## config.mk

```make
export PLATFORM = sky130hd
export DESIGN_NAME = fios_ctrl_ring
export DESIGN_NICKNAME = d
export VERILOG_FILES = /design/src/rtl/fios_ctrl_pkg.sv /design/src/rtl/fios_ctrl_stage.sv /design/src/rtl/fios_ctrl_ring.sv
export SDC_FILE = /design/constraint.sdc
export NUM_CORES = 1
export LEC_CHECK = 0
export CORE_ASPECT_RATIO = 1.4
export CORE_MARGIN = 3
export CORE_UTILIZATION = 33
export DETAILED_ROUTE_END_ITERATION = 8
export GPL_ROUTABILITY_DRIVEN = 0
export HOLD_SLACK_MARGIN = 0.15
export PLACE_DENSITY_LB_ADDON = 0.1
export SLEW_MARGIN = 20
export SYNTH_ARGS = -nofsm -noshare
export SYNTH_HDL_FRONTEND = slang
export SYNTH_HIERARCHICAL = 1
export SYNTH_SLANG_ARGS = --single-unit
```

## constraint.sdc

```tcl
create_clock -name clock_i -period 1.6 [get_ports clock_i]
set_input_delay 0.24 -clock clock_i [delete_from_list [all_inputs] [get_ports clock_i]]
set_output_delay 0.24 -clock clock_i [all_outputs]
set_load 0.005 [all_outputs]
```

## src/rtl/fios_ctrl_pkg.sv

```systemverilog
// fios_ctrl_pkg
//   Shared definitions for the FIOS control-distribution ring.
//   - CTRL_* : bit positions of the fixed fields in a control word.
//   - config_e : ring topology (FOLD = loop-back ring, EXPAND = open chain).
//   - state_e : start/run handshake FSM states.
//   - pe_delay() : inter-PE latency for a given number of DSP register levels.
package fios_ctrl_pkg;

   localparam int CTRL_DONE   = 0;
   localparam int CTRL_START  = 1;
   localparam int CTRL_PUSH   = 2;
   localparam int CTRL_ASHIFT = 3;

   typedef enum logic {
      FOLD   = 1'b0,
      EXPAND = 1'b1
   } config_e;

   typedef enum logic {
      ST_IDLE = 1'b0,
      ST_RUN  = 1'b1
   } state_e;

   // Pipeline depth of one PE as a function of its DSP register levels.
   function automatic int pe_delay(input int dsp_reg_level);
      case (dsp_reg_level)
         1:       return 5;
         2:       return 6;
         default: return 8;
      endcase
   endfunction

endpackage

```

## src/rtl/fios_ctrl_stage.sv

```systemverilog
// fios_ctrl_stage
//   W-bit wide, DELAY-deep shift register. A synchronous reset clears every
//   entry so nothing stale survives a reset.
// Ports:
//   clock_i  in   1   clock
//   reset_i  in   1   synchronous active-high reset
//   d_i      in   W   word entering the delay line
//   q_o      out  W   d_i delayed by DELAY cycles
module fios_ctrl_stage #(
   parameter int W     = 24,
   parameter int DELAY = 8
) (
   input  logic         clock_i,
   input  logic         reset_i,
   input  logic [W-1:0] d_i,
   output logic [W-1:0] q_o
);

   logic [W-1:0] sr_q [DELAY];

   always_ff @(posedge clock_i) begin
      if (reset_i) begin
         for (int i = 0; i < DELAY; i++) sr_q[i] <= '0;
      end else begin
         sr_q[0] <= d_i;
         for (int i = 1; i < DELAY; i++) sr_q[i] <= sr_q[i-1];
      end
   end

   assign q_o = sr_q[DELAY-1];

endmodule

```

## src/rtl/fios_ctrl_ring.sv

```systemverilog
// fios_ctrl_ring
//   Distributes the FIOS control word to PE_NB processing elements, each PE
//   seeing the word PE_DELAY cycles after its predecessor. In FOLD the start
//   bit of the last PE is looped back into PE0; outputs are gated until the
//   last operand word reaches its PE. A start/ready handshake with one queued
//   start and a sticky overflow flag launches the control FSM.
//   Optional macro FIOS_CYCLE_COUNT_EN adds a 32-bit start-to-done cycle count.
// Ports:
//   clock_i, reset_i    clock, synchronous active-high reset
//   start_i / ready_o   start request / no run active
//   pending_o           a start is queued behind the current run
//   overflow_o          sticky, a start was dropped
//   fsm_start_o         one-cycle launch pulse to the control FSM
//   seed_ctrl_i         control word from the FSM (PE0 source)
//   pe_ctrl_o           per-PE control words, PE i at [i*CTRL_W +: CTRL_W]
//   input_sel_o         1 = PE0 fed from the last PE
//   a_shift_o           registered a_shift of the last PE
//   res_push_o, done_o  gated result-valid and end-of-multiplication
//   state_o             handshake FSM state
//   pass_cnt_o          completed ring passes
//   cycles_o            (FIOS_CYCLE_COUNT_EN) start-to-done cycle count
module fios_ctrl_ring
   import fios_ctrl_pkg::*;
#(
   parameter config_e CONFIGURATION = FOLD,
   parameter int      s             = 8,
   parameter int      PE_NB         = 3,
   parameter int      CTRL_W        = 24,
   parameter int      PE_DELAY      = pe_delay(3),
   parameter int      LOOP_DELAY    = 0,
   localparam int     PC_W          = $clog2(s / PE_NB + 1)
) (
   input  logic                    clock_i,
   input  logic                    reset_i,
   input  logic                    start_i,
   output logic                    ready_o,
   output logic                    pending_o,
   output logic                    overflow_o,
   output logic                    fsm_start_o,
   input  logic [CTRL_W-1:0]       seed_ctrl_i,
   output logic [PE_NB*CTRL_W-1:0] pe_ctrl_o,
   output logic                    input_sel_o,
   output logic                    a_shift_o,
   output logic                    res_push_o,
   output logic                    done_o,
   output state_e                  state_o,
   output logic [PC_W-1:0]         pass_cnt_o
`ifdef FIOS_CYCLE_COUNT_EN
   ,output logic [31:0]            cycles_o
`endif
);

   localparam bit IS_FOLD   = (CONFIGURATION == FOLD);
   localparam int LAST      = PE_NB - 1;
   localparam int TAP       = (s - 1) % PE_NB;   // PE holding the last operand word
   localparam int LAST_PASS = (s - 1) / PE_NB;   // pass in which that word is processed

   state_e            state_q, state_d;
   logic              pending_q, pending_d, pend_eff;
   logic              overflow_q, overflow_d;
   logic              fsm_start_q, fsm_start_d;
   logic              input_sel_q, input_sel_d;
   logic              output_en_q, output_en_d, output_en_w;
   logic [PC_W-1:0]   pass_cnt_q, pass_cnt_d;
   logic              ashift_q, push_tap_q, done_tap_q;

   logic [PE_NB-1:0][CTRL_W-1:0] pe_w;
   logic [CTRL_W-1:0]            pe0_w;
   logic                         loop_start_w;

   // ---------------- ring ----------------
   // Only the start bit travels around the loop; the remaining fields keep
   // coming from the control FSM.
   always_comb begin
      pe0_w = seed_ctrl_i;
      if (input_sel_q) pe0_w[CTRL_START] = loop_start_w;
   end
   assign pe_w[0] = pe0_w;

   for (genvar i = 1; i < PE_NB; i++) begin : g_pe
      fios_ctrl_stage #(.W(CTRL_W), .DELAY(PE_DELAY)) u_stage (
         .clock_i (clock_i),
         .reset_i (reset_i),
         .d_i     (pe_w[i-1]),
         .q_o     (pe_w[i])
      );
   end

   if (IS_FOLD) begin : g_loop
      fios_ctrl_stage #(.W(1), .DELAY(PE_DELAY + 1 + LOOP_DELAY)) u_loop (
         .clock_i (clock_i),
         .reset_i (reset_i),
         .d_i     (pe_w[LAST][CTRL_START]),
         .q_o     (loop_start_w)
      );
   end else begin : g_open
      assign loop_start_w = 1'b0;
   end

   assign pe_ctrl_o = pe_w;

   // ---------------- output gating ----------------
   assign output_en_w = IS_FOLD ? output_en_q : 1'b1;
   assign res_push_o  = push_tap_q & output_en_w;
   assign done_o      = done_tap_q & output_en_w;

   always_comb begin
      pass_cnt_d  = pass_cnt_q;
      output_en_d = output_en_q;
      input_sel_d = input_sel_q;
      if (done_o) begin
         pass_cnt_d  = '0;
         output_en_d = 1'b0;
         input_sel_d = 1'b0;
      end else begin
         if (!output_en_w && pe_w[LAST][CTRL_ASHIFT]) pass_cnt_d = pass_cnt_q + 1'b1;
         if ((pass_cnt_q == PC_W'(LAST_PASS)) && pe_w[TAP][CTRL_ASHIFT]) output_en_d = 1'b1;
         if (pe_w[0][CTRL_DONE]) input_sel_d = 1'b1;
      end
      if (!IS_FOLD) begin
         output_en_d = 1'b0;
         input_sel_d = 1'b0;
      end
   end

   // ---------------- handshake FSM ----------------
   // start_i/ready_o: ready_o=1 means IDLE and a start launches on the next
   // cycle. During RUN one start is queued (pending_o); a further start is
   // dropped and sets overflow_o. A start coinciding with done_o is a RUN start.
   always_comb begin
      state_d     = state_q;
      pending_d   = pending_q;
      overflow_d  = overflow_q;
      fsm_start_d = 1'b0;
      pend_eff    = pending_q;
      case (state_q)
         ST_IDLE: begin
            if (start_i) begin
               state_d     = ST_RUN;
               fsm_start_d = 1'b1;
            end
         end
         ST_RUN: begin
            if (start_i) begin
               if (pending_q) overflow_d = 1'b1;
               else           pend_eff   = 1'b1;
            end
            if (done_o) begin
               pending_d = 1'b0;
               if (pend_eff) fsm_start_d = 1'b1;
               else          state_d     = ST_IDLE;
            end else begin
               pending_d = pend_eff;
            end
         end
         default: state_d = ST_IDLE;
      endcase
   end

   always_ff @(posedge clock_i) begin
      if (reset_i) begin
         state_q     <= ST_IDLE;
         pending_q   <= 1'b0;
         overflow_q  <= 1'b0;
         fsm_start_q <= 1'b0;
         input_sel_q <= 1'b0;
         output_en_q <= 1'b0;
         pass_cnt_q  <= '0;
         ashift_q    <= 1'b0;
         push_tap_q  <= 1'b0;
         done_tap_q  <= 1'b0;
      end else begin
         state_q     <= state_d;
         pending_q   <= pending_d;
         overflow_q  <= overflow_d;
         fsm_start_q <= fsm_start_d;
         input_sel_q <= input_sel_d;
         output_en_q <= output_en_d;
         pass_cnt_q  <= pass_cnt_d;
         ashift_q    <= pe_w[LAST][CTRL_ASHIFT];
         push_tap_q  <= pe_w[TAP][CTRL_PUSH];
         done_tap_q  <= pe_w[TAP][CTRL_DONE];
      end
   end

   assign ready_o     = (state_q == ST_IDLE);
   assign pending_o   = pending_q;
   assign overflow_o  = overflow_q;
   assign fsm_start_o = fsm_start_q;
   assign input_sel_o = input_sel_q;
   assign a_shift_o   = ashift_q;
   assign state_o     = state_q;
   assign pass_cnt_o  = pass_cnt_q;

`ifdef FIOS_CYCLE_COUNT_EN
   // Counter is zero in the cycle fsm_start_o is high; done_o latches it.
   logic [31:0] cnt_q, cnt_d, cycles_q, cycles_d;

   always_comb begin
      cnt_d    = fsm_start_d ? 32'd0 : ((&cnt_q) ? cnt_q : cnt_q + 32'd1);
      cycles_d = done_o ? cnt_q : cycles_q;
   end

   always_ff @(posedge clock_i) begin
      if (reset_i) begin
         cnt_q    <= '0;
         cycles_q <= '0;
      end else begin
         cnt_q    <= cnt_d;
         cycles_q <= cycles_d;
      end
   end

   assign cycles_o = cycles_q;
`else
   // Cycle counter not built.
`endif

endmodule

```

==> results.env <==
PLACE.PORT_BUFFERS=109
AREA.SHARE.COMBINATIONAL_PCT=19.1
FMAXACHIEVABLE_MHz=648
SYNTH_ASYNC_SR_FLOP_SHARE_PCT=0
POWER.DENSITY_nW_PER_UM2=1420
SYNTH-SEQ-AREA-SHARE_PCT=72.7
CTS-RESIZED-GATES=57
CTS_MAX_LEVEL=2
SLOWEST_DELAY_NS=0.49
NUM-CLOCK-BUFFERS=59
TIMING.CLOCK.SKEW_NS=0.00760
LARGEST_REGISTER='g_pe.u_stage/sr_q'
YOSYSTOPAREACELLSHARE_PCT=72.7
DETAIL_ROUTE.DRC_VIOLATIONS=0
MIN_DELAY_WORST_ENDPOINT='g_pe[1].u_stage/sr_q[0][22]'
RUN_STATUS='completed'
CELLINTERNALPOWER_uW=15800
GRT.MET1_USAGE_PCT=8.81
GRT_SETUP_UNREPAIRED='no'
TOTAL_LEAKAGE_POWER_uW=0.00588
CRIT_PATH_START='g_pe[2].u_stage/sr_q[7][9]'
PORTS_PLACED_ON_THE_BOUNDARY=110
HOLD_BUFFERS=1
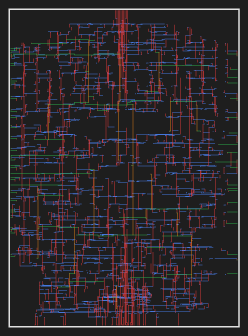
*Metal layers overlaid*
[orange] met4 | wire length: 528 um
[blue] met1 | wire length: 6,120 um
[red] met2 | wire length: 6,050 um
[green] met3 | wire length: 998 um
aggregate global-route resource usage: 7.73%
WL final: 13,700 um
post-DR wirelength/cell: 9.38 um
via count: 5,361

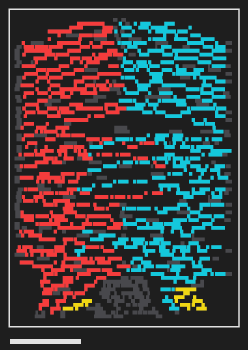
*Sub-block map*
Bar = 50 um. Other cells in grey.
[red] g_pe[1].u_stage | cells: 386
[yellow] g_loop.u_loop | cells: 18
[cyan] g_pe[2].u_stage | cells: 385
chip area: 36,000 um^2
post-layout util: 42.3%

